### I/O nets highlighted, run 1

Scale: 1 px per µm.
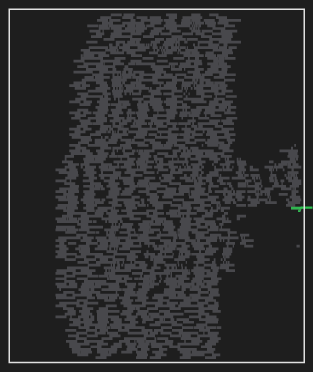
### Routing congestion, run 1

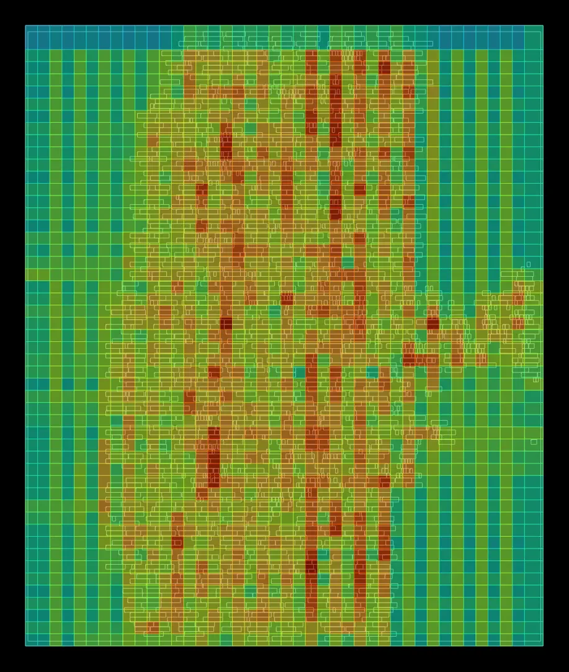
### Signal wires by layer, run 1

Scale: 1 px per µm.
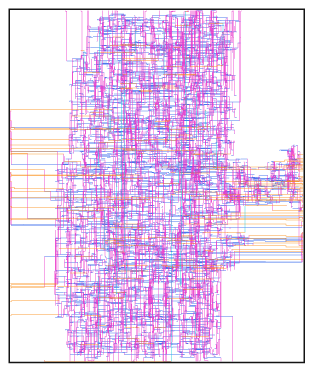
[config.mk]
export PLATFORM = sky130hd
export DESIGN_NAME = hsv_out_buffer_flat
export DESIGN_NICKNAME = d
export VERILOG_FILES = /design/src/rtl/hsv_out_buffer_pkg.sv /design/src/rtl/hsv_out_buffer_if.sv /design/src/rtl/hsv_sync_fifo.sv /design/src/rtl/hsv_out_buffer.sv /design/src/flat_wrapper.sv
export SDC_FILE = /design/constraint.sdc
export NUM_CORES = 1
export LEC_CHECK = 0
export CAP_MARGIN = 5
export CORE_ASPECT_RATIO = 1.2
export CORE_UTILIZATION = 34
export CTS_CLUSTER_SIZE = 24
export DETAILED_ROUTE_END_ITERATION = 8
export DONT_BUFFER_PORTS = 1
export GPL_ROUTABILITY_DRIVEN = 0
export HOLD_SLACK_MARGIN = 0.08
export SLEW_MARGIN = 20
export SYNTH_ARGS = -nofsm -noshare
export SYNTH_HDL_FRONTEND = slang
export SYNTH_SLANG_ARGS = --single-unit
[constraint.sdc]
create_clock -name clk -period 7.6 [get_ports clk]
set_input_delay 1.52 -clock clk [delete_from_list [all_inputs] [get_ports clk]]
set_output_delay 1.52 -clock clk [all_outputs]
set_load 0.02 [all_outputs]
[src/rtl/hsv_out_buffer_pkg.sv]
// Shared types and constants for the HSV output buffer: word widths, FSM
// state encoding, word offsets within a triple and a word-select helper.
package hsv_out_buffer_pkg;

    localparam int unsigned HSV_W      = 32;
    localparam int unsigned TRIPLE_W   = 3 * HSV_W;
    localparam int unsigned DROP_CNT_W = 16;

    // Word offsets of H, S and V inside one serialized pixel
    localparam logic [1:0] WORD_H = 2'd0;
    localparam logic [1:0] WORD_S = 2'd1;
    localparam logic [1:0] WORD_V = 2'd2;

    typedef enum logic [1:0] {
        ST_IDLE = 2'd0,
        ST_WR_H = 2'd1,
        ST_WR_S = 2'd2,
        ST_WR_V = 2'd3
    } wr_state_e;

    typedef struct packed {
        logic [HSV_W-1:0] h;
        logic [HSV_W-1:0] s;
        logic [HSV_W-1:0] v;
    } hsv_triple_t;

    // Pick one word of a triple by its write offset
    function automatic logic [HSV_W-1:0] hsv_word(input hsv_triple_t t, input logic [1:0] idx);
        case (idx)
            WORD_H:  return t.h;
            WORD_S:  return t.s;
            default: return t.v;
        endcase
    endfunction

endpackage

[src/rtl/hsv_out_buffer_if.sv]
// Datapath-side pixel input plus memory-side write handshake of the HSV
// output buffer. slave = the buffer, master = the datapath/memory side.
interface hsv_out_buffer_if #(
    parameter int unsigned ADDR_W = 16
);
    import hsv_out_buffer_pkg::*;

    logic [HSV_W-1:0]  h_in;
    logic [HSV_W-1:0]  s_in;
    logic [HSV_W-1:0]  v_in;
    logic              in_valid;
    logic              mem_wr_en;
    logic [ADDR_W-1:0] mem_addr;
    logic [HSV_W-1:0]  mem_wdata;
    logic              mem_ack;

    modport master (
        output h_in, s_in, v_in, in_valid, mem_ack,
        input  mem_wr_en, mem_addr, mem_wdata
    );

    modport slave (
        input  h_in, s_in, v_in, in_valid, mem_ack,
        output mem_wr_en, mem_addr, mem_wdata
    );

endinterface

[src/rtl/hsv_sync_fifo.sv]
// Single-clock FIFO with registered occupancy count and registered
// full/empty flags. Pushes on full and pops on empty are ignored.
module hsv_sync_fifo #(
    parameter int unsigned WIDTH = 96,
    parameter int unsigned DEPTH = 8
) (
    input  logic             clk,
    input  logic             rst,
    input  logic             push,
    input  logic [WIDTH-1:0] wdata,
    input  logic             pop,
    output logic [WIDTH-1:0] rdata_c,
    output logic             full,
    output logic             empty
);

    localparam int unsigned PTR_W = (DEPTH > 1) ? $clog2(DEPTH) : 1;
    localparam int unsigned CNT_W = $clog2(DEPTH) + 1;

    logic [WIDTH-1:0] mem [DEPTH];
    logic [PTR_W-1:0] wr_ptr;
    logic [PTR_W-1:0] rd_ptr;
    logic [CNT_W-1:0] count;
    logic [CNT_W-1:0] count_nxt;
    logic             do_push;
    logic             do_pop;

    assign do_push = push && !full;
    assign do_pop  = pop && !empty;
    assign rdata_c = mem[rd_ptr];

    // Occupancy update; simultaneous push and pop cancel out
    always_comb begin
        count_nxt = count;
        case ({do_push, do_pop})
            2'b10:   count_nxt = count + 1'b1;
            2'b01:   count_nxt = count - 1'b1;
            default: count_nxt = count;
        endcase
    end

    // Pointers, count and flags; reset discards all contents
    always_ff @(posedge clk or posedge rst) begin
        if (rst) begin
            wr_ptr <= '0;
            rd_ptr <= '0;
            count  <= '0;
            full   <= 1'b0;
            empty  <= 1'b1;
        end else begin
            if (do_push) wr_ptr <= wr_ptr + 1'b1;
            if (do_pop)  rd_ptr <= rd_ptr + 1'b1;
            count <= count_nxt;
            full  <= (count_nxt == CNT_W'(DEPTH));
            empty <= (count_nxt == '0);
        end
    end

    // Storage array needs no reset: validity is tracked by the pointers
    always_ff @(posedge clk) begin
        if (do_push) mem[wr_ptr] <= wdata;
    end

endmodule

[src/rtl/hsv_out_buffer.sv]
// HSV output buffer: queues {H,S,V} triples from a non-stalling datapath
// and writes each as three sequential memory words, wrapping the address
// at the end of every frame. Pixels arriving on a full FIFO are dropped.
// Optional feature macro: HSV_OUT_DROP_CNT_EN adds a saturating drop_count.
module hsv_out_buffer
    import hsv_out_buffer_pkg::*;
#(
    parameter int unsigned DEPTH      = 8,
    parameter int unsigned ADDR_W     = 16,
    parameter int unsigned BASE_ADDR  = 0,
    parameter int unsigned NUM_PIXELS = 64
) (
    input  logic                  clk,
    input  logic                  rst,
    hsv_out_buffer_if.slave       bus,
    output logic                  fifo_full,
    output logic                  fifo_empty,
    output logic                  overflow,
    input  logic                  clr_overflow,
`ifdef HSV_OUT_DROP_CNT_EN
    output logic [DROP_CNT_W-1:0] drop_count,
`endif
    output logic                  frame_done
);

    localparam int unsigned PIX_W = (NUM_PIXELS > 1) ? $clog2(NUM_PIXELS) : 1;

    wr_state_e         state_q, state_d;
    hsv_triple_t       hold_q;
    hsv_triple_t       fifo_rdata;
    logic              wr_en_q, wr_en_d;
    logic [HSV_W-1:0]  wdata_q, wdata_d;
    logic [ADDR_W-1:0] addr_q, addr_d;
    logic [PIX_W-1:0]  pix_q, pix_d;
    logic              frame_done_d;
    logic              pop_c;
    logic              drop_c;

    assign bus.mem_wr_en = wr_en_q;
    assign bus.mem_addr  = addr_q;
    assign bus.mem_wdata = wdata_q;
    assign drop_c        = bus.in_valid && fifo_full;

    hsv_sync_fifo #(
        .WIDTH (TRIPLE_W),
        .DEPTH (DEPTH)
    ) u_fifo (
        .clk     (clk),
        .rst     (rst),
        .push    (bus.in_valid),
        .wdata   ({bus.h_in, bus.s_in, bus.v_in}),
        .pop     (pop_c),
        .rdata_c (fifo_rdata),
        .full    (fifo_full),
        .empty   (fifo_empty)
    );

    // Serializer next-state: pop a triple, then write H, S, V with ack handshakes
    always_comb begin
        state_d      = state_q;
        wr_en_d      = wr_en_q;
        wdata_d      = wdata_q;
        addr_d       = addr_q;
        pix_d        = pix_q;
        frame_done_d = 1'b0;
        pop_c        = 1'b0;
        case (state_q)
            ST_IDLE: begin
                if (!fifo_empty) begin
                    pop_c   = 1'b1;
                    state_d = ST_WR_H;
                    wr_en_d = 1'b1;
                    wdata_d = hsv_word(fifo_rdata, WORD_H);
                end
            end
            ST_WR_H: begin
                if (bus.mem_ack) begin
                    addr_d  = addr_q + 1'b1;
                    state_d = ST_WR_S;
                    wdata_d = hsv_word(hold_q, WORD_S);
                end
            end
            ST_WR_S: begin
                if (bus.mem_ack) begin
                    addr_d  = addr_q + 1'b1;
                    state_d = ST_WR_V;
                    wdata_d = hsv_word(hold_q, WORD_V);
                end
            end
            ST_WR_V: begin
                if (bus.mem_ack) begin
                    wr_en_d = 1'b0;
                    state_d = ST_IDLE;
                    if (pix_q == PIX_W'(NUM_PIXELS - 1)) begin
                        frame_done_d = 1'b1;
                        pix_d        = '0;
                        addr_d       = ADDR_W'(BASE_ADDR);
                    end else begin
                        pix_d  = pix_q + 1'b1;
                        addr_d = addr_q + 1'b1;
                    end
                end
            end
            default: state_d = ST_IDLE;
        endcase
    end

    // Serializer state and registered write-port outputs
    always_ff @(posedge clk or posedge rst) begin
        if (rst) begin
            state_q    <= ST_IDLE;
            wr_en_q    <= 1'b0;
            wdata_q    <= '0;
            addr_q     <= ADDR_W'(BASE_ADDR);
            pix_q      <= '0;
            frame_done <= 1'b0;
            hold_q     <= '0;
        end else begin
            state_q    <= state_d;
            wr_en_q    <= wr_en_d;
            wdata_q    <= wdata_d;
            addr_q     <= addr_d;
            pix_q      <= pix_d;
            frame_done <= frame_done_d;
            if (pop_c) hold_q <= fifo_rdata;
        end
    end

    // Sticky drop flag; a drop in the same cycle as a clear keeps it set
    always_ff @(posedge clk or posedge rst) begin
        if (rst) begin
            overflow <= 1'b0;
        end else if (drop_c) begin
            overflow <= 1'b1;
        end else if (clr_overflow) begin
            overflow <= 1'b0;
        end
    end

`ifdef HSV_OUT_DROP_CNT_EN
    // Saturating count of dropped pixels, cleared together with overflow
    always_ff @(posedge clk or posedge rst) begin
        if (rst) begin
            drop_count <= '0;
        end else if (clr_overflow) begin
            drop_count <= drop_c ? DROP_CNT_W'(1) : '0;
        end else if (drop_c && (drop_count != '1)) begin
            drop_count <= drop_count + 1'b1;
        end
    end
`endif

endmodule
[src/flat_wrapper.sv]
// flat-port wrapper written by rule: the top's interface ports become plain ports
module hsv_out_buffer_flat import hsv_out_buffer_pkg::*;
#(
    parameter int unsigned DEPTH      = 8,
    parameter int unsigned ADDR_W     = 16,
    parameter int unsigned BASE_ADDR  = 0,
    parameter int unsigned NUM_PIXELS = 64
)
  (clk, rst, fifo_full, fifo_empty, overflow, clr_overflow, frame_done, bus_h_in, bus_s_in, bus_v_in, bus_in_valid, bus_mem_ack, bus_mem_wr_en, bus_mem_addr, bus_mem_wdata);
  hsv_out_buffer_if #(.ADDR_W(ADDR_W)) bus_i ();
  input  logic clk;
  input  logic rst;
  output logic fifo_full;
  output logic fifo_empty;
  output logic overflow;
  input  logic clr_overflow;
  output logic frame_done;
  input wire logic [$bits(bus_i.h_in)-1:0] bus_h_in;
  input wire logic [$bits(bus_i.s_in)-1:0] bus_s_in;
  input wire logic [$bits(bus_i.v_in)-1:0] bus_v_in;
  input wire logic [$bits(bus_i.in_valid)-1:0] bus_in_valid;
  input wire logic [$bits(bus_i.mem_ack)-1:0] bus_mem_ack;
  output wire logic [$bits(bus_i.mem_wr_en)-1:0] bus_mem_wr_en;
  output wire logic [$bits(bus_i.mem_addr)-1:0] bus_mem_addr;
  output wire logic [$bits(bus_i.mem_wdata)-1:0] bus_mem_wdata;
  assign bus_i.h_in = bus_h_in;
  assign bus_i.s_in = bus_s_in;
  assign bus_i.v_in = bus_v_in;
  assign bus_i.in_valid = bus_in_valid;
  assign bus_i.mem_ack = bus_mem_ack;
  assign bus_mem_wr_en = bus_i.mem_wr_en;
  assign bus_mem_addr = bus_i.mem_addr;
  assign bus_mem_wdata = bus_i.mem_wdata;
  hsv_out_buffer #(.DEPTH(DEPTH), .ADDR_W(ADDR_W), .BASE_ADDR(BASE_ADDR), .NUM_PIXELS(NUM_PIXELS)) u_core (.clk(clk), .rst(rst), .bus(bus_i), .fifo_full(fifo_full), .fifo_empty(fifo_empty), .overflow(overflow), .clr_overflow(clr_overflow), .frame_done(frame_done));
endmodule
==> GITHUB_STEP_SUMMARY, run 1 <==
### Metrics collected by this job

| Metric | Value |
|---|---|
| Least-Margin Pin Slew | `1060 ps` |
| Final setup violating endpoints | `0` |
| Area added between synthesis and finish | `12.6%` |
| Largest voltage drop on the vdd net | `0.309 mV` |
| Switching share of power | `31.5%` |
| Flops & latches, synth | `903` |
| Time the worst path needs with I/O delays and setup | `3830 ps` |
| First-pass GRT wire length | `110000 µm` |
| Post-place instance area | `36200 µm²` |
| Number of global-route vias before repair | `16800` |
| Effective utilization at floorplan | `34.5%` |
| OpenROAD warning count | `33` |
| Crit end category | `flop` |
| Routed WL | `74300 µm` |
| Outcome | `completed` |
| Cell taking the most area after synthesis | `edfxtp_1` |
| Area fraction in compound gates after synthesis | `3.02%` |
| Drt pass-1 iters | `5` |
| RSZ-0062 raised after global routing | `false` |
| TritonCTS clock tree | `done` |
| Final cell count without fillers | `3194` |
| Number of buffers inserted by post-CTS setup repair | `0` |
| Most frequent cell after synthesis | `edfxtp_1` |
| Depth of the CTS H-tree | `3` |
| Power Internal | `10700 µW` |
| Flip-flop cell with the highest count after synthesis | `edfxtp_1` |
| Basic Gates by Area | `2.68%` |
| Logic pwr share | `26.9%` |
| Initial DRC Count | `1227` |
| Skew-Pair Late Insertion Delay | `640 ps` |
| Async set or reset register ratio after synthesis | `15.0%` |
| Crit path max fanout | `54` |
| DRT antenna net count | `0` |
| Dominant non-sequential cell family after synthesis | `multiplexers` |
| Global route total overflow | `0` |
| Commonest non-fill, non-tap cells in the layout | `edfxtp_1 (768), mux4_2 (192), nand2_1 (161)` |
| Count of unique library cells instantiated by Yosys | `43` |
| Pwr/cell area | `400 nW/µm²` |
| Post-synthesis instance total | `1740` |
| Worst-case setup margin in the final layout | `3770 ps` |
| Seq/Total Area, Yosys | `76.3%` |
| Top area contributor share | `66.6%` |
| Synth warn | `0` |
| Total die area | `103000 µm²` |
| Critical path type | `input pin to flop` |
| Area of the synthesized netlist per yosys stat | `34600 µm²` |
| Clock transition time at the flip-flop clock pins of the worst setup and hold paths | `60 ps` |
| Core area | `100000 µm²` |
| DRC violations left | `0` |
| Reported leakage power | `0.0128 µW` |
| Min-Delay Path Class | `flop to flop` |
| Top achievable clock speed | `261 MHz` |
| Ranking of synthesized cells by area | `edfxtp_1 (67%), mux4_2 (12%), dfrtp_1 (9.7%), mux2i_1 (1.8%), nand2_1 (1.7%)` |
| Nets | `1875` |
| Share of cells above drive strength 1 | `22.0%` |
| DP HPWL | `43200 µm` |
| CTS Root Buffer Type | `clkbuf_16` |
| Power share of the clock group | `27.5%` |
Notes on 'I/O nets highlighted' above:
| colour | port | direction | edge | end cells | wire |
|---|---|---|---|---|---|
| green | overflow | output | east | 1 | 8.40 µm |
IO Port Bufs: 0
Ports: 154

Notes on 'Routing congestion' above:
final core occ: 38.9%
wire length per cell after detailed routing: 23.3 µm
met3 Track Usage GR: 4.84%
Tot GR Track Use: 14.4%
fraction of met2 tracks used by global routing: 24.4%

Notes on 'Signal wires by layer' above:
| colour | layer | wire length |
|---|---|---|
| orange | metal 3 | 6170 µm |
| blue | metal 1 | 29.4 mm |
| cyan | metal 4 | 1610 µm |
| magenta | metal 2 | 37.1 mm |

run 1: worst max-delay path, stage by stage:
cell	delay, ps
nor2b_1	550
nand2b_1	430
nor2_4	710
buf_4	820
run 1: path summary, 6_finish.rpt:
| kind | start | end | slack (ps) | cells past startpoint |
|---|---|---|---|---|
| worst max-delay path | bus_in_valid | u_core.u_fifo.mem[4][35] | 3770 | 4 |
| worst min-delay path | u_core.hold_q[14] | u_core.hold_q[14] | 480 | 2 |
| worst max register to register | u_core.u_fifo.full | u_core.u_fifo.mem[4][35] | 4130 | 4 |
| worst min register to register | u_core.hold_q[14] | u_core.hold_q[14] | 480 | 2 |
| max in group asynchronous | rst | u_core.u_fifo.rd_ptr[0] | 5400 | 2 |
| min in group asynchronous | rst | u_core.overflow | 910 | 1 |
run 1: flip-flops by register name, summed over array words and instances, names as in the netlist, 2 cells and up:
signal	cells
u_core.u_fifo.mem	768
u_core.hold_q	64
u_core.bus.mem_wdata	32
u_core.bus.mem_addr	16
u_core.pix_q	6
u_core.u_fifo.count	4
u_core.u_fifo.rd_ptr	3
u_core.u_fifo.wr_ptr	3
u_core.state_q	2
run 1: routing by layer:
layer,wire length (µm),global-route usage [%]
met5,0,0
met4,1610,4.45
met3,6170,4.84
met2,37100,24.4
met1,29400,17.4
run 1: power by group through the flow:
stage               registers [µW]  clock network, µW  logic (µW)
CTS                           7140               4390        4310
finish                        7120               4300        4210
global placement              7180                  0        4250
floorplan                     6950                  0        3340
global route                  7220               4570        4600
detailed placement            7250                  0        4310
run 1: layout make-up:
type                            instances  area (µm²)
Fill cell                            9053       61400
Inverter                               10        42.5
Clock buffer                          120        2400
Multi-Input combinational cell        734        7730
Tap cell                             1354        1690
Antenna cell                            3        7.51
Clock inverter                         43         450
Timing Repair Buffer                   27         240
Sequential cell                       903       26500
### Where the registers sit, run 1

Scale: 1 px per µm. Other sequential cells in the stronger grey, the rest of the logic in the fainter grey.
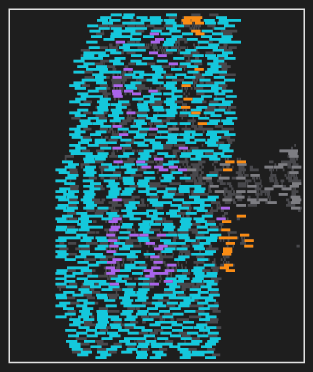

==> run 1 -> run 2 <==
clock period = 3.52 ns   (was 7.6 ns; I/O delays follow)
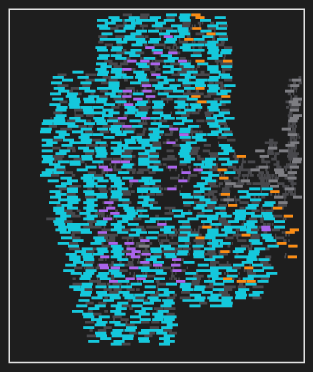
*Where the registers sit, run 2*
Scale: 1 px per µm. Other sequential cells in the stronger grey, the rest of the logic in the fainter grey.
| colour | name in the netlist | sequential cells |
|---|---|---|
| purple | u_core.hold_q | 64 |
| orange | u_core.bus.mem_wdata | 32 |
| cyan | u_core.u_fifo.mem | 768 |
not coloured: 39

==> GITHUB_STEP_SUMMARY, run 2 <==
### Metrics collected by this job

| Metric | Value |
|---|---|
| Outcome | `completed (unchanged)` |
| Drt pass-1 iters | `5 (unchanged)` |
| Area added between synthesis and finish | `14.8% (was 12.6%)` |
| Ports | `154 (unchanged)` |
| Top achievable clock speed | `395 MHz` |
| Number of global-route vias before repair | `17300 (was 16800)` |
| Slowest cell on the critical path | `dfrtp_1 (was buf_4)` |
| Most frequent cell after synthesis | `edfxtp_1 (unchanged)` |
| Pwr/cell area | `873 nW/µm² (was 400 nW/µm²)` |
| RSZ-0062 raised after global routing | `false (unchanged)` |
| Max FFs per register | `768 (unchanged)` |
| Cell taking the most area after synthesis | `edfxtp_1 (unchanged)` |
| CTS Root Buffer Type | `clkbuf_16 (unchanged)` |
| Number of buffer and inverter stages on the critical path | `2 (was 1)` |
| Fill cells | `8931 (was 9053)` |
| Global route total overflow | `0 (unchanged)` |
| Seq/Total Area, Yosys | `76.3% (unchanged)` |
| Register with the highest flop count | `u_core.u_fifo.mem (unchanged)` |
| Count of unique library cells instantiated by Yosys | `43 (unchanged)` |
| Total die area | `103000 µm² (unchanged)` |
| First-pass GRT wire length | `117000 µm (was 110000 µm)` |
| Crit path max fanout | `14 (was 54)` |
| Delay-heaviest family, CP | `adder cells (was simple AND/OR/NAND/NOR gates)` |
| Depth of the CTS H-tree | `3 (unchanged)` |
| OpenROAD warning count | `31 (was 33)` |
| Largest stage delay, worst path | `400 ps (was 820 ps)` |
| Flops & latches, synth | `903 (unchanged)` |
| Skew-Pair Late Insertion Delay | `650 ps (was 640 ps)` |
| Async set or reset register ratio after synthesis | `15.0% (unchanged)` |
| Wire length per cell after detailed routing | `24.5 µm (was 23.3 µm)` |
| Ranking of synthesized cells by area | `edfxtp_1 (67%), mux4_2 (12%), dfrtp_1 (9.7%), mux2i_1 (1.8%), nand2_1 (1.7%) (unchanged)` |
| Chain of cells forming the critical path | `inv_1, ha_2, nand2b_4, inv_1, nand2_1, xnor2_1, ha_1, a21oi_1, a21boi_1, nor3_1, xnor2_1, nor3_1 (was nor2b_1, nand2b_1, nor2_4, buf_4)` |
| Min-delay src | `bus_v_in[5] (was u_core.hold_q[14])` |
| Tot GR Track Use | `15.5% (was 14.4%)` |
| Total power | `34700 µW (was 15600 µW)` |
| Capture endpoint of the worst hold path | `u_core.u_fifo.mem[5][5] (was u_core.hold_q[14])` |
| Reported leakage power | `0.0131 µW (was 0.0128 µW)` |
| Time the worst path needs with I/O delays and setup | `2530 ps` |
| Initial antenna violation count | `0 (was 1)` |
| Final cell count without fillers | `3223 (was 3194)` |
| Initial DRC Count | `1153 (was 1227)` |
| Post-synthesis instance total | `1740 (unchanged)` |
| Synthesized area per cell | `19.9 µm² (unchanged)` |
| Number of cells traversed by the worst register-to-register path | `12 (was 4)` |
| Crit end category | `flop (unchanged)` |
| Final setup violating endpoints | `0 (unchanged)` |
| Most numerous cell types in the synthesized netlist | `edfxtp_1 (768), mux4_2 (192), nand2_1 (161), dfrtp_1 (134), o21ai_0 (77) (unchanged)` |
| Flip-flops with a built-in enable | `768 (unchanged)` |
| End of the worst register-to-register path | `u_core.u_fifo.full (was u_core.u_fifo.mem[4][35])` |
| Area used by sequential logic in the layout | `26500 µm² (unchanged)` |
| Die span in y | `352 µm (unchanged)` |
| Clock transition time at the flip-flop clock pins of the worst setup and hold paths | `60 ps (about the same)` |
| Synth warn | `0 (unchanged)` |
| Top area contributor share | `66.6% (unchanged)` |
| Power Internal | `23700 µW (was 10700 µW)` |
| IO Port Bufs | `0 (unchanged)` |
| Startpoint of the worst-slack reg-to-reg timing path | `u_core.state_q[0] (was u_core.u_fifo.full)` |
| R2R setup slack | `990 ps (was 4130 ps)` |
| Critical path type | `flop to flop (was input pin to flop)` |
| Largest voltage drop on the vdd net | `0.668 mV (was 0.309 mV)` |
| Flip-flop cell with the highest count after synthesis | `edfxtp_1 (unchanged)` |
| Area taken by multi-input logic gates | `7750 µm² (was 7730 µm²)` |
| Routed WL | `78800 µm (was 74300 µm)` |
| Nets | `1903 (was 1875)` |
| Hold path depth | `0 (was 2)` |
| Share of cells above drive strength 1 | `23.6% (was 22.0%)` |
| TritonCTS clock tree | `done (unchanged)` |
| Final core occ | `39.6% (was 38.9%)` |
| Min-Delay Path Class | `input pin to flop (was flop to flop)` |
| Least-Margin Pin Slew | `1010 ps (was 1060 ps)` |
| DP HPWL | `46600 µm (was 43200 µm)` |
| DRT antenna net count | `0 (unchanged)` |
| Area of the synthesized netlist per yosys stat | `34600 µm² (unchanged)` |
| Core area | `100000 µm² (unchanged)` |
| Smallest hold slack | `140 ps (was 481 ps)` |
| Commonest non-fill, non-tap cells in the layout | `edfxtp_1 (768), mux4_2 (192), nand2_1 (160) (was edfxtp_1 (768), mux4_2 (192), nand2_1 (161))` |
| Logic pwr share | `28.2% (was 26.9%)` |
| Power share of the clock group | `28.0% (was 27.5%)` |
| Worst-case setup margin in the final layout | `989 ps (was 3770 ps)` |
| Effective utilization at floorplan | `34.5% (unchanged)` |
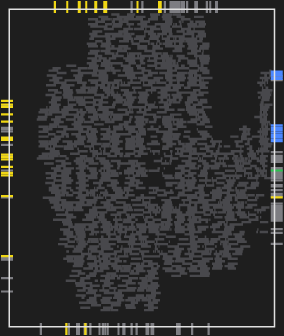
*Pin map, run 2*
Pins as bars across the die edge, other pins in grey.
| colour | port | pins | direction | edge |
|---|---|---|---|---|
| yellow | bus_v_in | 32 | input | 16 west, 13 north, 2 south, 1 east |
| blue | bus_mem_addr | 16 | output | east |
| green | overflow | 1 | output | east |

run 2: layer usage:
metal | GRT usage [%] | routed length (µm) | vias to the layer above
li1 | - | - | 7071
met1 | 19.1 | 32000 | 8701
met2 | 26.6 | 40000 | 360
met3 | 4.27 | 5360 | 97
met4 | 4.35 | 1420 | 0
met5 | 0 | 0 | -
run 2: final cells by class:
| class | count | area share (%) |
|---|---|---|
| Antenna cell | 1 | 0.00629 |
| Clock buffer | 115 | 6.18 |
| Clock inverter | 54 | 1.41 |
| Inverter | 10 | 0.104 |
| Multi-Input combinational cell | 734 | 19.5 |
| Sequential cell | 903 | 66.5 |
| Tap cell | 1354 | 4.26 |
| Timing Repair Buffer | 52 | 2.06 |
run 2: worst max path at each step:
stage / end / cells past startpoint / start
finish: u_core.u_fifo.full / 12 / u_core.state_q[0]
global route: u_core.u_fifo.full / 12 / u_core.state_q[1]
CTS: u_core.bus.mem_wdata[3] / 5 / u_core.u_fifo.rd_ptr[0]
detailed placement: u_core.bus.mem_wdata[3] / 5 / u_core.u_fifo.rd_ptr[0]
global placement: u_core.bus.mem_wdata[3] / 5 / u_core.u_fifo.rd_ptr[0]
floorplan: u_core.u_fifo.mem[2][0] / 4 / bus_in_valid
run 2: power by group through the flow:
stage / sequential [µW] / clock [µW] / combinational, µW
2_1_floorplan: 14900 / 0 / 7260
5_1_grt: 15400 / 10300 / 10700
3_3_place_gp: 15400 / 0 / 9920
4_1_cts: 15300 / 9910 / 10000
3_5_place_dp: 15500 / 0 / 10000
6_report: 15200 / 9710 / 9780
run 2: kinds of logic after synthesis:
logic type	after synthesis	share of synthesized area, %
compound gates	188	3.02
xor+xnor	21	0.531
fa+ha+maj	11	0.397
buf+inv	103	1.63
flops	903	76.3
mux	290	15.4
simple gates	224	2.68
### I/O nets highlighted, run 2

Scale: 1 px per µm.
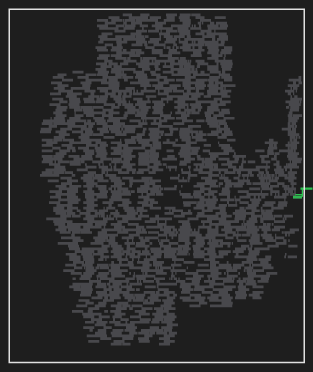

==> run 2 -> run 3 <==
clock period = 2.4 ns   (was 3.52 ns; I/O delays follow)
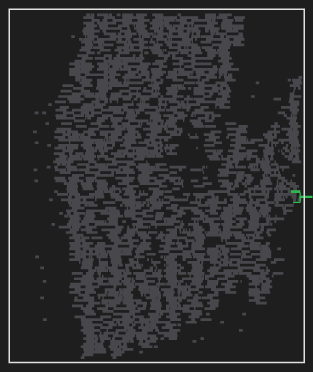
*I/O nets highlighted, run 3*
Scale: 1 px per µm.
| colour | port | direction | edge | end cells | wire |
|---|---|---|---|---|---|
| green | overflow | output | east | 1 | 19.4 µm |

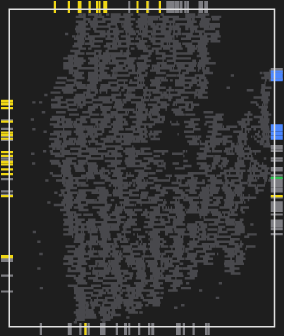
*Pin map, run 3*
Pins as bars across the die edge, other pins in grey.
| colour | port | pins | direction | edge |
|---|---|---|---|---|
| green | overflow | 1 | output | east |
| yellow | bus_v_in | 32 | input | 17 west, 13 north, 1 south, 1 east |
| blue | bus_mem_addr | 16 | output | east |

==> GITHUB_STEP_SUMMARY, run 3 <==
### Metrics collected by this job

| Metric | Value |
|---|---|
| Outcome | `completed (unchanged)` |
| Largest stage delay, worst path | `390 ps (was 400 ps)` |
| Startpoint of the worst-slack reg-to-reg timing path | `u_core.state_q[0] (unchanged)` |
| Number of global-route vias before repair | `17600 (was 17300)` |
| Flip-flops with a built-in enable | `768 (unchanged)` |
| Met3 Track Usage GR | `3.28% (was 4.27%)` |
| Synth warn | `0 (unchanged)` |
| Post-place instance area | `37000 µm² (was 36800 µm²)` |
| Max FFs per register | `768 (unchanged)` |
| Flip-flop cell with the highest count after synthesis | `edfxtp_1 (unchanged)` |
| Number of buffer and inverter stages on the critical path | `3 (was 2)` |
| Async set or reset register ratio after synthesis | `15.0% (unchanged)` |
| Cell taking the most area after synthesis | `edfxtp_1 (unchanged)` |
| Tot GR Track Use | `15.5% (about the same)` |
| Ranking of synthesized cells by area | `edfxtp_1 (67%), mux4_2 (12%), dfrtp_1 (9.7%), mux2i_1 (1.8%), nand2_1 (1.7%) (unchanged)` |
| Power Internal | `35200 µW (was 23700 µW)` |
| Die span in y | `352 µm (unchanged)` |
| Switching share of power | `31.4% (was 31.6%)` |
| Combinational gate power | `15200 µW (was 9780 µW)` |
| Fill cells | `8863 (was 8931)` |
| Time the worst path needs with I/O delays and setup | `2250 ps (was 2530 ps)` |
| Min-delay src | `bus_mem_ack (was bus_v_in[5])` |
| End of the worst register-to-register path | `u_core.u_fifo.empty (was u_core.u_fifo.full)` |
| Largest voltage drop on the vdd net | `0.814 mV (was 0.668 mV)` |
| CTS Root Buffer Type | `clkbuf_16 (unchanged)` |
| Sequential logic power | `22300 µW (was 15200 µW)` |
| Group drawing the most power | `registers (unchanged)` |
| Drt pass-1 iters | `5 (unchanged)` |
| OpenROAD warning count | `35 (was 31)` |
| Top area contributor share | `66.6% (unchanged)` |
| Routed WL | `79500 µm (was 78800 µm)` |
| Final setup violating endpoints | `0 (unchanged)` |
| Global route total overflow | `0 (unchanged)` |
| Skew-Pair Late Insertion Delay | `650 ps (about the same)` |
| Most frequent cell after synthesis | `edfxtp_1 (unchanged)` |
| RSZ-0062 raised after global routing | `true (was false)` |
| Ports | `154 (unchanged)` |
| Min-Delay Path Class | `input pin to flop (unchanged)` |
| Sum of met3 wire segment lengths after detailed routing | `4290 µm (was 5360 µm)` |
| First-pass GRT wire length | `117000 µm (about the same)` |
| Slowest cell on the critical path | `dfrtp_1 (unchanged)` |
| Flops & latches, synth | `903 (unchanged)` |
| Number of cells traversed by the worst register-to-register path | `11 (was 12)` |
| IO Port Bufs | `0 (unchanged)` |
| Most used routing layer in global routing | `met2 (unchanged)` |
| Power attributed to the clock group | `13900 µW (was 9710 µW)` |
| Commonest non-fill, non-tap cells in the layout | `edfxtp_1 (768), mux4_2 (192), nand2_1 (160) (unchanged)` |
| Uppermost layer routed | `met5 (was met4)` |
| Seq/Total Area, Yosys | `76.3% (unchanged)` |
| Reported leakage power | `0.0136 µW (was 0.0131 µW)` |
| Pwr/cell area | `1250 nW/µm² (was 873 nW/µm²)` |
| Top achievable clock speed | `444 MHz (was 395 MHz)` |
| Delay-heaviest family, CP | `simple AND/OR/NAND/NOR gates (was adder cells)` |
| Synthesized area per cell | `19.9 µm² (unchanged)` |
| Post-synthesis instance total | `1740 (unchanged)` |
| Least-Margin Pin Slew | `649 ps (was 1010 ps)` |
| Crit end category | `flop (unchanged)` |
| Post-Route M1 WL | `34300 µm (was 32000 µm)` |
## run 3: cell counts after synthesis
Identical to the previous run, type by type.
## run 3: timing repair
action / in CTS / in global routing
endpoints found under the hold margin: 905 / 0
hold buffers: 101 / 0
resized: 0 / 4
setup endpoints to repair: 0 / 4
## run 3: cells by family after synthesis
family                     after synthesis  share of synthesized area [%]
DFF                                    903                           76.3
muxes                                  290                           15.4
AOI/OAI and AO/OA                      188                           3.02
and+or+nand+nor                        224                           2.68
buffers and inverters                  103                           1.63
xor gates and xnor gates                21                          0.531
adders and majority gates               11                          0.397
## run 3: worst max-delay path by stage
stage / start / endpoint / slack, ps / depth (start not counted)
after global routing: u_core.state_q[1] / u_core.state_q[1] / -60 / 6
after global placement: u_core.state_q[0] / u_core.u_fifo.full / 160 / 12
after detailed placement: u_core.state_q[0] / u_core.u_fifo.full / 140 / 12
after floorplan: bus_in_valid / u_core.u_fifo.mem[2][0] / -1400 / 4
final: u_core.state_q[0] / u_core.u_fifo.empty / 150 / 11
after CTS: u_core.u_fifo.rd_ptr[0] / u_core.bus.mem_wdata[10] / 110 / 5
## run 3: stage by stage
step | cells | hold WS [ps] | setup WS (ps) | TNS [ps]
after floorplan | 1740 | 450 | -1400 | -719490
after global placement | 3074 | 301 | 156 | 0
final | 3346 | 145 | 148 | 0
after detailed placement | 3074 | 302 | 144 | 0
after global routing | 3345 | 134 | -58.7 | -77.4
after CTS | 3337 | 86.2 | 109 | 0
## run 3: cell type report
type	instances	area (µm²)	share of cell area [%]
Clock buffer	126	2500	6.09
Multi-Input combinational cell	734	7770	19.0
Clock inverter	36	425	1.04
Sequential cell	903	26500	64.6
Tap cell	1354	1690	4.13
Timing Repair Buffer	174	2070	5.06
Antenna cell	9	22.5	0.0550
Inverter	10	41.3	0.101
Power figures rest on the tool's default switching activity, not on a simulated workload.
